===== src/rtl/int_mem_pkg.sv =====
// -----------------------------------------------------------------------------
// int_mem_pkg
// Shared encodings for the internal-memory AXI read responder:
//   - AXI burst type encodings (FIXED / INCR / WRAP)
//   - AXI response encodings (OKAY / SLVERR)
//   - FSM state type
//   - wrap_len_ok(): legal beat counts for a WRAP burst (2, 4, 8 or 16 beats)
// -----------------------------------------------------------------------------
package int_mem_pkg;

  localparam logic [1:0] BURST_FIXED = 2'b00;
  localparam logic [1:0] BURST_INCR  = 2'b01;
  localparam logic [1:0] BURST_WRAP  = 2'b10;

  localparam logic [1:0] RESP_OKAY   = 2'b00;
  localparam logic [1:0] RESP_SLVERR = 2'b10;

  typedef enum logic {
    ST_IDLE  = 1'b0,
    ST_BURST = 1'b1
  } state_t;

  function automatic logic wrap_len_ok(input logic [7:0] len);
    return (len == 8'd1) || (len == 8'd3) || (len == 8'd7) || (len == 8'd15);
  endfunction

endpackage


===== src/rtl/int_mem_rd_resp_if.sv =====
// -----------------------------------------------------------------------------
// int_mem_rd_resp_if
// Bundles the AXI read-address channel, the AXI read-data channel and the
// SRAM read port of the internal-memory read responder.
//
// Handshake rule for both AXI channels: a transfer happens on a rising clock
// edge where VALID and READY are both 1. Once VALID is raised the payload is
// held stable until that transfer; VALID never waits for READY.
//
// The SRAM read port has no handshake: MEMRDATA is valid exactly one cycle
// after the cycle in which MEMRDEN is high.
//
// Modports:
//   slave  - the responder (AR*/RREADY/MEMRDATA in, ARREADY/R*/MEMRDEN/MEMADDR out)
//   master - the AXI requester plus SRAM model (the opposite directions)
// -----------------------------------------------------------------------------
interface int_mem_rd_resp_if #(
  parameter int ADDR_W = 16,
  parameter int DATA_W = 32,
  parameter int ID_W   = 4
);
  localparam int MEM_AW = ADDR_W - $clog2(DATA_W / 8);

  // read address channel
  logic [ID_W-1:0]   ARID;
  logic [ADDR_W-1:0] ARADDR;
  logic [7:0]        ARLEN;
  logic [2:0]        ARSIZE;
  logic [1:0]        ARBURST;
  logic              ARVALID;
  logic              ARREADY;

  // read data channel
  logic [ID_W-1:0]   RID;
  logic [DATA_W-1:0] RDATA;
  logic [1:0]        RRESP;
  logic              RLAST;
  logic              RVALID;
  logic              RREADY;

  // SRAM read port
  logic              MEMRDEN;
  logic [MEM_AW-1:0] MEMADDR;
  logic [DATA_W-1:0] MEMRDATA;

  modport slave (
    input  ARID, ARADDR, ARLEN, ARSIZE, ARBURST, ARVALID,
    output ARREADY,
    output RID, RDATA, RRESP, RLAST, RVALID,
    input  RREADY,
    output MEMRDEN, MEMADDR,
    input  MEMRDATA
  );

  modport master (
    output ARID, ARADDR, ARLEN, ARSIZE, ARBURST, ARVALID,
    input  ARREADY,
    input  RID, RDATA, RRESP, RLAST, RVALID,
    output RREADY,
    input  MEMRDEN, MEMADDR,
    output MEMRDATA
  );

endinterface


===== src/rtl/int_mem_addr_gen.sv =====
// -----------------------------------------------------------------------------
// int_mem_addr_gen
// Combinational next-beat byte address for an AXI read burst.
//   addr      in  current beat byte address
//   size      in  AxSIZE (step = 1 << size bytes)
//   burst     in  AxBURST
//   len       in  AxLEN, present only when INT_MEM_RD_WRAP_EN is defined
//   next_addr out byte address of the following beat
// FIXED holds the address, INCR adds the step modulo 2^ADDR_W.
// Macro INT_MEM_RD_WRAP_EN adds WRAP: the address wraps inside the aligned
// window of (len+1) << size bytes. Without the macro there is no wrap logic;
// WRAP bursts are rejected upstream and never use this address.
// -----------------------------------------------------------------------------
module int_mem_addr_gen
  import int_mem_pkg::*;
#(
  parameter int ADDR_W = 16
) (
  input  logic [ADDR_W-1:0] addr,
  input  logic [2:0]        size,
  input  logic [1:0]        burst,
`ifdef INT_MEM_RD_WRAP_EN
  input  logic [7:0]        len,
`endif
  output logic [ADDR_W-1:0] next_addr
);

  logic [ADDR_W-1:0] step;
`ifdef INT_MEM_RD_WRAP_EN
  logic [ADDR_W-1:0] wrap_mask;
`endif

  always_comb begin
    step      = ADDR_W'(1) << size;
    next_addr = addr + step;
`ifdef INT_MEM_RD_WRAP_EN
    wrap_mask = ((ADDR_W'(len) + ADDR_W'(1)) << size) - ADDR_W'(1);
`endif
    if (burst == BURST_FIXED) begin
      next_addr = addr;
    end
`ifdef INT_MEM_RD_WRAP_EN
    else if (burst == BURST_WRAP) begin
      // Window size is a power of two, so the base bits stay fixed and only
      // the offset bits inside the window advance (and roll over).
      next_addr = (addr & ~wrap_mask) | ((addr + step) & wrap_mask);
    end
`endif
  end

endmodule


===== src/rtl/int_mem_rd_resp.sv =====
// -----------------------------------------------------------------------------
// int_mem_rd_resp
// AXI read responder in front of a single-port internal SRAM with one cycle
// read latency. One burst is outstanding at a time.
//
// Ports:
//   ACLK       in   clock
//   ARESET     in   synchronous active-high reset
//   bus        slave modport of int_mem_rd_resp_if (AR channel, R channel,
//              SRAM read port MEMRDEN/MEMADDR/MEMRDATA)
//   dbg_state  out  current FSM state (IDLE accepts AR, BURST returns beats)
//
// Optional feature: macro INT_MEM_RD_WRAP_EN enables WRAP bursts. Without it,
// every WRAP burst answers all beats with SLVERR.
//
// Output buffering: a 2-entry FIFO. A slot is claimed when a beat is issued
// (MEMRDEN, or an error beat that needs no SRAM access) and its data is
// filled from MEMRDATA one cycle later. RVALID is "FIFO not empty", and while
// the head slot is still waiting for the SRAM, RDATA is taken straight from
// MEMRDATA. That keeps the first beat two cycles after the AR handshake and
// lets one beat per cycle stream when RREADY stays high. count_q therefore
// already includes the read in flight, so "occupancy + in-flight < 2" is
// simply count_q < 2.
// -----------------------------------------------------------------------------
module int_mem_rd_resp
  import int_mem_pkg::*;
#(
  parameter int ADDR_W = 16,
  parameter int DATA_W = 32,
  parameter int ID_W   = 4
) (
  input  logic             ACLK,
  input  logic             ARESET,
  int_mem_rd_resp_if.slave bus,
  output state_t           dbg_state
);

  localparam int         OFF_W    = $clog2(DATA_W / 8);
  localparam logic [2:0] MAX_SIZE = 3'(OFF_W);

  state_t state_q, state_d;

  // captured burst
  logic [ID_W-1:0]   id_q;
  logic [ADDR_W-1:0] addr_q;
  logic [7:0]        len_q;
  logic [2:0]        size_q;
  logic [1:0]        burst_q;
  logic              err_q;
  logic [8:0]        issue_left_q;  // beats not yet issued
  logic [7:0]        beat_idx_q;    // index of the next beat to issue

  // output FIFO
  logic [DATA_W-1:0] fifo_data_q [2];
  logic [1:0]        fifo_resp_q [2];
  logic              fifo_last_q [2];
  logic              wr_ptr_q, rd_ptr_q;
  logic [1:0]        count_q;
  logic              inflight_q;       // an SRAM read was issued last cycle
  logic              inflight_slot_q;  // slot waiting for that read data

  logic              ar_hs, ar_err, push, pop, rvalid, rlast;
  logic [ADDR_W-1:0] next_addr;

  assign ar_hs  = bus.ARVALID && (state_q == ST_IDLE);
  assign rvalid = (count_q != 2'd0);
  assign rlast  = rvalid && fifo_last_q[rd_ptr_q];
  assign pop    = rvalid && bus.RREADY;
  assign push   = (state_q == ST_BURST) && (issue_left_q != 9'd0) && (count_q < 2'd2);

  // Reject sizes wider than the data bus, the reserved burst type, and
  // WRAP bursts that are unsupported in this build or have an illegal length.
  always_comb begin
    ar_err = (bus.ARSIZE > MAX_SIZE) || (bus.ARBURST == 2'b11);
`ifdef INT_MEM_RD_WRAP_EN
    if ((bus.ARBURST == BURST_WRAP) && !wrap_len_ok(bus.ARLEN)) begin
      ar_err = 1'b1;
    end
`else
    if (bus.ARBURST == BURST_WRAP) begin
      ar_err = 1'b1;
    end
`endif
  end

  int_mem_addr_gen #(
    .ADDR_W(ADDR_W)
  ) u_addr_gen (
    .addr      (addr_q),
    .size      (size_q),
    .burst     (burst_q),
`ifdef INT_MEM_RD_WRAP_EN
    .len       (len_q),
`endif
    .next_addr (next_addr)
  );

  // FSM next state
  always_comb begin
    state_d = state_q;
    case (state_q)
      ST_IDLE:  if (bus.ARVALID) state_d = ST_BURST;
      ST_BURST: if (pop && rlast) state_d = ST_IDLE;
      default:  state_d = ST_IDLE;
    endcase
  end

  always_ff @(posedge ACLK) begin
    if (ARESET) begin
      state_q         <= ST_IDLE;
      id_q            <= '0;
      addr_q          <= '0;
      len_q           <= '0;
      size_q          <= '0;
      burst_q         <= '0;
      err_q           <= 1'b0;
      issue_left_q    <= '0;
      beat_idx_q      <= '0;
      fifo_data_q[0]  <= '0;
      fifo_data_q[1]  <= '0;
      fifo_resp_q[0]  <= RESP_OKAY;
      fifo_resp_q[1]  <= RESP_OKAY;
      fifo_last_q[0]  <= 1'b0;
      fifo_last_q[1]  <= 1'b0;
      wr_ptr_q        <= 1'b0;
      rd_ptr_q        <= 1'b0;
      count_q         <= '0;
      inflight_q      <= 1'b0;
      inflight_slot_q <= 1'b0;
    end else begin
      state_q <= state_d;

      if (ar_hs) begin
        id_q         <= bus.ARID;
        addr_q       <= bus.ARADDR;
        len_q        <= bus.ARLEN;
        size_q       <= bus.ARSIZE;
        burst_q      <= bus.ARBURST;
        err_q        <= ar_err;
        issue_left_q <= {1'b0, bus.ARLEN} + 9'd1;
        beat_idx_q   <= '0;
      end else if (push) begin
        issue_left_q <= issue_left_q - 9'd1;
        beat_idx_q   <= beat_idx_q + 8'd1;
        addr_q       <= next_addr;
      end

      // Claim a slot; the data arrives next cycle (error beats stay zero).
      if (push) begin
        fifo_data_q[wr_ptr_q] <= '0;
        fifo_resp_q[wr_ptr_q] <= err_q ? RESP_SLVERR : RESP_OKAY;
        fifo_last_q[wr_ptr_q] <= (beat_idx_q == len_q);
        wr_ptr_q              <= ~wr_ptr_q;
      end

      // The slot being filled is always the one claimed last cycle, which
      // differs from the slot claimed this cycle.
      if (inflight_q) begin
        fifo_data_q[inflight_slot_q] <= bus.MEMRDATA;
      end
      inflight_q      <= push && !err_q;
      inflight_slot_q <= wr_ptr_q;

      if (pop) begin
        rd_ptr_q <= ~rd_ptr_q;
      end

      case ({push, pop})
        2'b10:   count_q <= count_q + 2'd1;
        2'b01:   count_q <= count_q - 2'd1;
        default: count_q <= count_q;
      endcase
    end
  end

  assign bus.ARREADY = (state_q == ST_IDLE);
  assign bus.MEMRDEN = push && !err_q;
  assign bus.MEMADDR = addr_q[ADDR_W-1:OFF_W];

  assign bus.RVALID  = rvalid;
  assign bus.RLAST   = rlast;
  assign bus.RRESP   = rvalid ? fifo_resp_q[rd_ptr_q] : RESP_OKAY;
  assign bus.RID     = id_q;
  assign bus.RDATA   = (inflight_q && (inflight_slot_q == rd_ptr_q)) ? bus.MEMRDATA
                                                                     : fifo_data_q[rd_ptr_q];

  assign dbg_state   = state_q;

endmodule

===== src/flat_wrapper.sv =====
// flat-port wrapper written by rule: the top's interface ports become plain ports
module int_mem_rd_resp_flat import int_mem_pkg::*;
#(
  parameter int ADDR_W = 16,
  parameter int DATA_W = 32,
  parameter int ID_W   = 4
)
  (ACLK, ARESET, dbg_state, bus_ARID, bus_ARADDR, bus_ARLEN, bus_ARSIZE, bus_ARBURST, bus_ARVALID, bus_ARREADY, bus_RID, bus_RDATA, bus_RRESP, bus_RLAST, bus_RVALID, bus_RREADY, bus_MEMRDEN, bus_MEMADDR, bus_MEMRDATA);
  int_mem_rd_resp_if #(.ADDR_W(ADDR_W), .DATA_W(DATA_W), .ID_W(ID_W)) bus_i ();
  input  logic ACLK;
  input  logic ARESET;
  output state_t dbg_state;
  input wire logic [$bits(bus_i.ARID)-1:0] bus_ARID;
  input wire logic [$bits(bus_i.ARADDR)-1:0] bus_ARADDR;
  input wire logic [$bits(bus_i.ARLEN)-1:0] bus_ARLEN;
  input wire logic [$bits(bus_i.ARSIZE)-1:0] bus_ARSIZE;
  input wire logic [$bits(bus_i.ARBURST)-1:0] bus_ARBURST;
  input wire logic [$bits(bus_i.ARVALID)-1:0] bus_ARVALID;
  output wire logic [$bits(bus_i.ARREADY)-1:0] bus_ARREADY;
  output wire logic [$bits(bus_i.RID)-1:0] bus_RID;
  output wire logic [$bits(bus_i.RDATA)-1:0] bus_RDATA;
  output wire logic [$bits(bus_i.RRESP)-1:0] bus_RRESP;
  output wire logic [$bits(bus_i.RLAST)-1:0] bus_RLAST;
  output wire logic [$bits(bus_i.RVALID)-1:0] bus_RVALID;
  input wire logic [$bits(bus_i.RREADY)-1:0] bus_RREADY;
  output wire logic [$bits(bus_i.MEMRDEN)-1:0] bus_MEMRDEN;
  output wire logic [$bits(bus_i.MEMADDR)-1:0] bus_MEMADDR;
  input wire logic [$bits(bus_i.MEMRDATA)-1:0] bus_MEMRDATA;
  assign bus_i.ARID = bus_ARID;
  assign bus_i.ARADDR = bus_ARADDR;
  assign bus_i.ARLEN = bus_ARLEN;
  assign bus_i.ARSIZE = bus_ARSIZE;
  assign bus_i.ARBURST = bus_ARBURST;
  assign bus_i.ARVALID = bus_ARVALID;
  assign bus_ARREADY = bus_i.ARREADY;
  assign bus_RID = bus_i.RID;
  assign bus_RDATA = bus_i.RDATA;
  assign bus_RRESP = bus_i.RRESP;
  assign bus_RLAST = bus_i.RLAST;
  assign bus_RVALID = bus_i.RVALID;
  assign bus_i.RREADY = bus_RREADY;
  assign bus_MEMRDEN = bus_i.MEMRDEN;
  assign bus_MEMADDR = bus_i.MEMADDR;
  assign bus_i.MEMRDATA = bus_MEMRDATA;
  int_mem_rd_resp #(.ADDR_W(ADDR_W), .DATA_W(DATA_W), .ID_W(ID_W)) u_core (.ACLK(ACLK), .ARESET(ARESET), .bus(bus_i), .dbg_state(dbg_state));
endmodule

===== config.mk =====
export PLATFORM = sky130hd
export DESIGN_NAME = int_mem_rd_resp_flat
export DESIGN_NICKNAME = d
export VERILOG_FILES = /design/src/rtl/int_mem_pkg.sv /design/src/rtl/int_mem_rd_resp_if.sv /design/src/rtl/int_mem_addr_gen.sv /design/src/rtl/int_mem_rd_resp.sv /design/src/flat_wrapper.sv
export SDC_FILE = /design/constraint.sdc
export NUM_CORES = 1
export LEC_CHECK = 0
export CAP_MARGIN = 20
export CORE_MARGIN = 5
export CORE_UTILIZATION = 25
export CTS_BUF_LIST = sky130_fd_sc_hd__clkbuf_8
export DETAILED_ROUTE_END_ITERATION = 8
export PLACE_DENSITY = 0.4
export SYNTH_ARGS = -nofsm -noshare
export SYNTH_HDL_FRONTEND = slang
export SYNTH_SLANG_ARGS = --single-unit

===== constraint.sdc =====
create_clock -name ACLK -period 4.15 [get_ports ACLK]
set_input_delay 1.245 -clock ACLK [delete_from_list [all_inputs] [get_ports ACLK]]
set_output_delay 1.245 -clock ACLK [all_outputs]
set_load 0.02 [all_outputs]

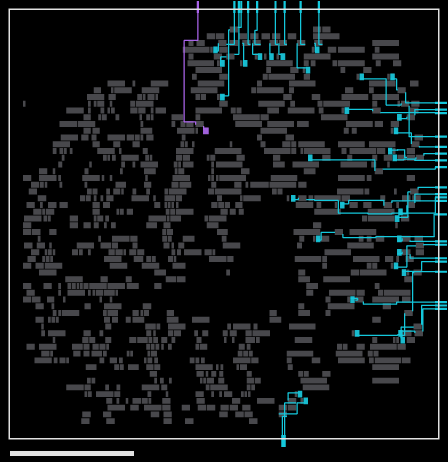
**Above:** run 1 (wires at chosen ports, followed through buffers).
The bar under the picture is 50 um long.
color	port	direction	edge	end cells	buffers	wire
purple	`bus_RREADY`	input	top	1	1	57.3 um
cyan	`bus_RDATA`	output	21 right, 9 top, 2 bottom	32	32	916 um

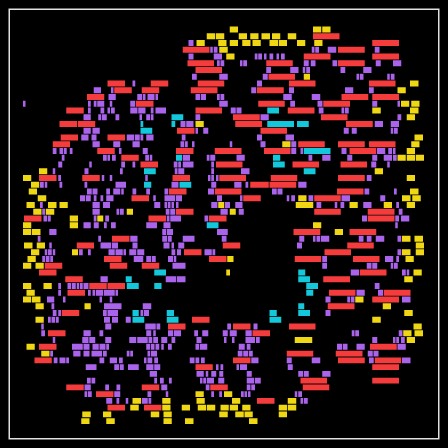
**Above:** run 1 (cells colored by class).
color	class	cells	share of their area
purple	remaining logic cells	503	38%
yellow	remaining buffers and delay cells	134	17%
cyan	clock drivers and dummy loads	32	4.9%
red	sequential cells	127	40%
cell area after layout: 8460 sq um
row count: 59
core box area: 26,000 sq um
sequential share of cell area: 38.1%
Finished Core Util: 32.6%

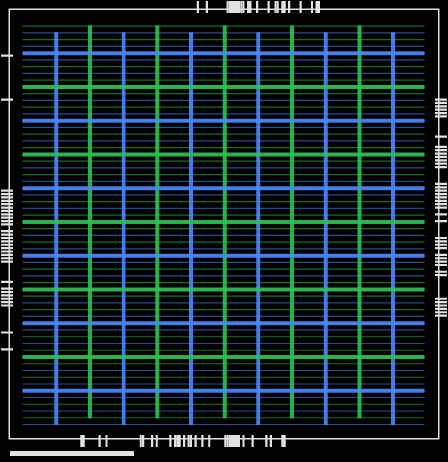
**Above:** run 1 (PDN straps and rails).
The bar under the picture is 50 um long. Pins as bars on the die edge.
color	net
green	VDD
blue	VSS
met4 straps	11
met1 rails	60
signal pins	126

==> results.yml, run 1 <==
# synthesis and place-and-route metrics
synth:
  postSynthSeqShare_pct: 48.9
  ys.flops: 127
  ys_sh_adder_pct: 2.77
  xor_share_pct: 4.12
  netlist_instances: 686
  ff_type: "edfxtp_1"
  synth_area_sq_um: 6600
  mux_area_share_pct: 5.31
detailed_routing:
  met3_length_um: 862
  drtPass1Iterations: 6
  drc: 0
  ant_nets: 0
  drt-initial-drc-count: 214
  wl_met1_mm: 8.43
  top_layer_used: "met4"
cts:
  clockRootBuffer: "clkbuf_8"
  postCtsHoldBufs: 0
  cts_setup_buffers: 0
min_path:
  hold_depth: 2
  whs_endpoint: "u_core.burst_q[0]"
  min_from: "u_core.burst_q[0]"
die:
  n_tap_cell: 335
  die_y_um: 172
setup_path:
  path_max_fanout: 3
  r2r_start: "u_core.issue_left_q[0]"
  r2r_setup_slack_ps: 1310
  cp_common_cell: "clkdlybuf4s50_1"
  required_ps: 2900
  cpPeakStageDelay_ps: 670
  critPathCapture: "bus_RDATA[31]"
  rr_worst_depth: 8
outcome:
  status: "complete, no violations"
pwr:
  pg_seq_mw: 1.57
  p_switching_mw: 1.26
  clkPwrFrac_pct: 28.6
  p_int_mw: 2.54
  leakage_nw: 3.14
  max-vdd-ir-drop_mv: 0.151
  p_per_area_nw_per_um2: 448
finish:
  area_delta_synth_final_pct: 28.3
  flop-count: 127
  largest_class: "registers"
  top_regs: "u_core.fifo_data_q x64, u_core.addr_q x16, u_core.issue_left_q x9"
  antennaDiodeCount: 0
placement:
  numPortBuffers: 124
  dp.final_hpwl_mm: 12.4
  place_inst: 1099
sta:
  finalSetupTns_ps: 0
  slew_headroom_pct: 39.4
  setup_slack_ps: 248
==> inputs of run 2 (changes only) <==
--- a/config.mk
+++ b/config.mk
@@ -11,6 +11,7 @@
 export CTS_BUF_LIST = sky130_fd_sc_hd__clkbuf_8
 export DETAILED_ROUTE_END_ITERATION = 8
 export PLACE_DENSITY = 0.4
+export SETUP_SLACK_MARGIN = 0.1
 export SYNTH_ARGS = -nofsm -noshare
 export SYNTH_HDL_FRONTEND = slang
 export SYNTH_SLANG_ARGS = --single-unit
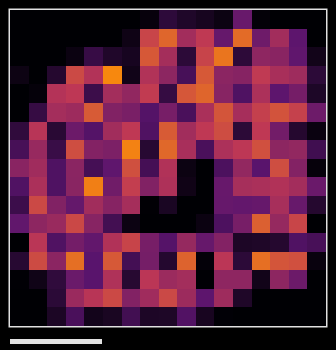
**Above:** run 2 (cell density map).
The bar under the picture is 50 um long. The die is cut into 17 by 17 equal tiles; black is low, pale yellow is high, 0 to 100% covered.
mean over tiles	27%
emptiest ninth of the die	top left
fullest tile	74%

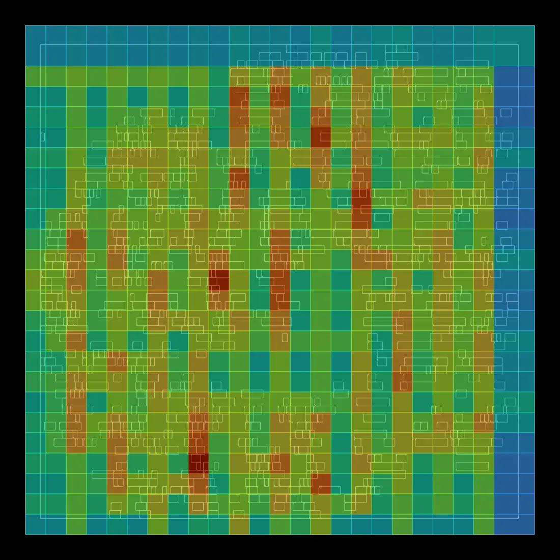
**Above:** run 2 (routing congestion).
met3 Usage GRT: 3.22%
Avg WL per Cell: 15.9 um
busiest grt layer: met2
M1 GR Usage: 15.8%

==> run 2 against run 1 <==
Clock power is essentially flat; critical path type unchanged; setup slack is the same; register-to-register slack is essentially flat; combinational power is essentially flat; critical endpoint unchanged; critical path depth is the same; largest power group unchanged; final cell count is the same; largest cell class unchanged.
==> results.yml, run 2 <==
# synthesis and place-and-route metrics
cts:
  cts_resized: 0
  clk_latency_ps: 440
  postCtsHoldBufs: 0
  clk_pin_slew_ps: 80
  cts_setup_buffers: 0
  cts_buffers: 17
  clk_path_buf_depth: 2
  clockRootBuffer: "clkbuf_8"
pwr:
  leakage_nw: 3.14
  combPwrFrac_pct: 30.1
  clkPwrFrac_pct: 28.6
  max-vdd-ir-drop_mv: 0.151
  p_int_mw: 2.54
  pwr.group.clock_mw: 1.08
  p_switching_mw: 1.26
  p_total_mw: 3.80
  p_per_area_nw_per_um2: 448
  top_power_group: "registers"
  pg_seq_mw: 1.57
detailed_routing:
  drt-initial-drc-count: 214
  ant_nets: 0
  wl_met1_mm: 8.43
  drtPass1Iterations: 6
  wl_met2_mm: 8.52
  met3_length_um: 862
  drc: 0
  top_layer_used: "met4"
die:
  n_tap_cell: 335
  die_y_um: 172
  rows: 59
  core_area_sq_um: 26000
  ioPinCount: 126
  initCoreUtil_pct: 25.4
setup_path:
  path_max_fanout: 3
  required_ps: 2900
  cpPeakStageDelay_ps: 670
  cp_common_cell: "clkdlybuf4s50_1"
  crit_path_end_kind: "output pin"
  crit_buf_inv: 2
  path_cells: "clkdlybuf4s50_1 > nor2_1 > a21oi_1 > clkdlybuf4s50_1"
  r2r_start: "u_core.issue_left_q[0]"
  crit_start: "bus_MEMRDATA[31]"
  critPathCapture: "bus_RDATA[31]"
  rr_worst_depth: 8
  r2r_setup_slack_ps: 1310
synth:
  ys_types: 56
  xor_share_pct: 4.12
  ys_cells: 686
  ys_warn_count: 0
  synth_area_sq_um: 6600
  ys.flops: 127
  yosysTopAreaCell: "edfxtp_1"
  ff_type: "edfxtp_1"
  postSynthSeqShare_pct: 48.9
  synthTopLogicFamily: "simple AND/OR/NAND/NOR gates"
  post-synth-top-count-cell: "nor2_1"
  synth_top_area_share_pct: 31.0
  ys_sh_adder_pct: 2.77
  netlist_instances: 686
  yosys.area_share.aoi_pct: 11.8
  mux_area_share_pct: 5.31
sta:
  setup_slack_ps: 248
  slew_headroom_pct: 39.4
  hold_viol_final: 0
  setup_viol: 0
  period_used_pct: 94.0
  finalSetupTns_ps: 0
placement:
  gp_congestion: 0.767
  place_inst: 1099
  dp.final_hpwl_mm: 12.4
  numPortBuffers: 124
finish:
  flop-count: 127
  largest_class: "registers"
  utilization_pct: 32.6
  layout.cells.non_filler: 1131
  fin_area_sq_um: 8460
  top_regs: "u_core.fifo_data_q x64, u_core.addr_q x16, u_core.issue_left_q x9"
  ff_latch_area_sq_um: 3220
  seq_share_pct: 38.1
  inverters_excl_clock: 7
  antennaDiodeCount: 0
  area_delta_synth_final_pct: 28.3
min_path:
  min_from: "u_core.burst_q[0]"
  hold_depth: 2
  whs_endpoint: "u_core.burst_q[0]"
global_route:
  use_met2_pct: 20.4
  grt_pass1_wl_mm: 28.6
  grt-ovfl-total: 0
outcome:
  status: "complete, no violations"
run:
  warning_count: 27
==> inputs of run 3 (changes only) <==
--- a/config.mk
+++ b/config.mk
@@ -8,9 +8,9 @@
 export CAP_MARGIN = 20
 export CORE_MARGIN = 5
 export CORE_UTILIZATION = 25
-export CTS_BUF_LIST = sky130_fd_sc_hd__clkbuf_8
+export CTS_BUF_LIST = sky130_fd_sc_hd__clkbuf_4
 export DETAILED_ROUTE_END_ITERATION = 8
-export PLACE_DENSITY = 0.4
+export PLACE_DENSITY = 0.48
 export SETUP_SLACK_MARGIN = 0.1
 export SYNTH_ARGS = -nofsm -noshare
 export SYNTH_HDL_FRONTEND = slang
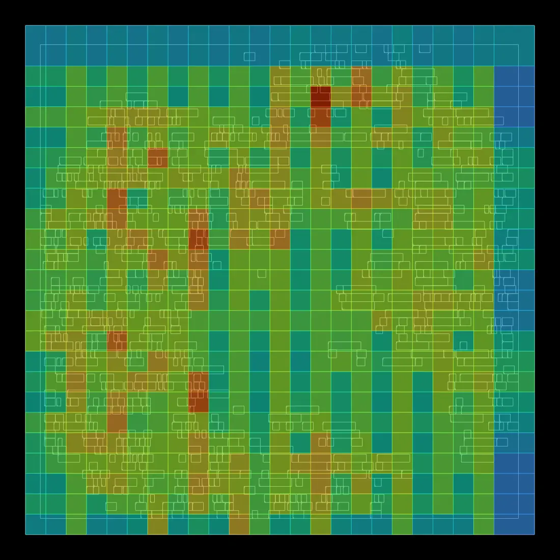
**Above:** run 3 (routing congestion).
M1 GR Usage: 14.9%
met3 Usage GRT: 3.80%
Finished Core Util: 32.4%

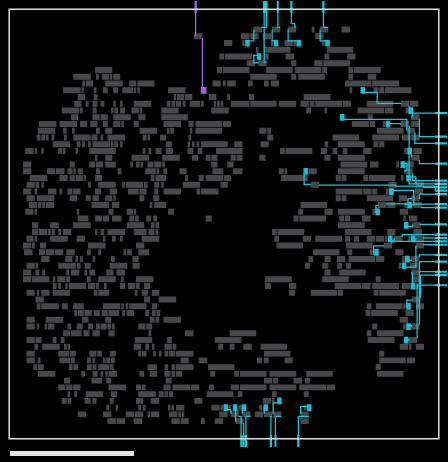
**Above:** run 3 (wires at chosen ports, followed through buffers).
The bar under the picture is 50 um long.
Top-Level Pins: 126
Port Buf Inserts: 124

==> run 3 against run 2 <==
Clock power is 8% lower; synthesized cell count unchanged; setup slack better by 40 ps; flip-flop count is the same.
==> results.yml, run 3 <==
# synthesis and place-and-route metrics
sta:
  setup_viol: 0
  slew_headroom_pct: 54.7
  setup_slack_ps: 287
  finalSetupTns_ps: 0
  hold_viol_final: 0
die:
  n_tap_cell: 335
  rows: 59
  die_y_um: 172
pwr:
  pg_seq_mw: 1.55
  p_total_mw: 3.68
  max-vdd-ir-drop_mv: 0.217
  combPwrFrac_pct: 31.1
  p_per_area_nw_per_um2: 437
  p_int_mw: 2.48
  pwr.group.clock_mw: 0.990
detailed_routing:
  drc: 0
  wl_met2_mm: 7.72
  wl_met1_mm: 7.85
  top_layer_used: "met4"
  drt-initial-drc-count: 229
  met3_length_mm: 1.10
synth:
  synthTopLogicFamily: "simple AND/OR/NAND/NOR gates"
  yosys.area_share.aoi_pct: 11.8
  ys_sh_adder_pct: 2.77
  postSynthSeqShare_pct: 48.9
  netlist_instances: 686
  ff_type: "edfxtp_1"
  yosysTopAreaCell: "edfxtp_1"
  ys_warn_count: 0
  mux_area_share_pct: 5.31
  ys_cells: 686
  synth_top_area_share_pct: 31.0
  xor_share_pct: 4.12
finish:
  inverters_excl_clock: 7
  fin_area_sq_um: 8420
  largest_class: "registers"
  layout.cells.non_filler: 1135
  seq_share_pct: 38.3
  top_regs: "u_core.fifo_data_q x64, u_core.addr_q x16, u_core.issue_left_q x9"
  flop-count: 127
global_route:
  grt_pass1_wl_mm: 26.4
  use_met2_pct: 18.2
  grt_busiest_layer: "met2"
setup_path:
  crit_path_end_kind: "output pin"
  required_ps: 2900
  rr_worst_depth: 8
  r2r_start: "u_core.size_q[2]"
  r2r_setup_slack_ps: 1510
  path_max_fanout: 3
outcome:
  status: "complete, no violations"
cts:
  cts_buffers: 17
  clockRootBuffer: "clkbuf_4"
  cts_resized: 0
  postCtsHoldBufs: 0
min_path:
  hold_depth: 2
  min_from: "u_core.burst_q[0]"
run:
  warning_count: 27
placement:
  dp.final_hpwl_mm: 11.3
  gp_congestion: 0.700
Power is estimated from default activity; no workload was simulated.
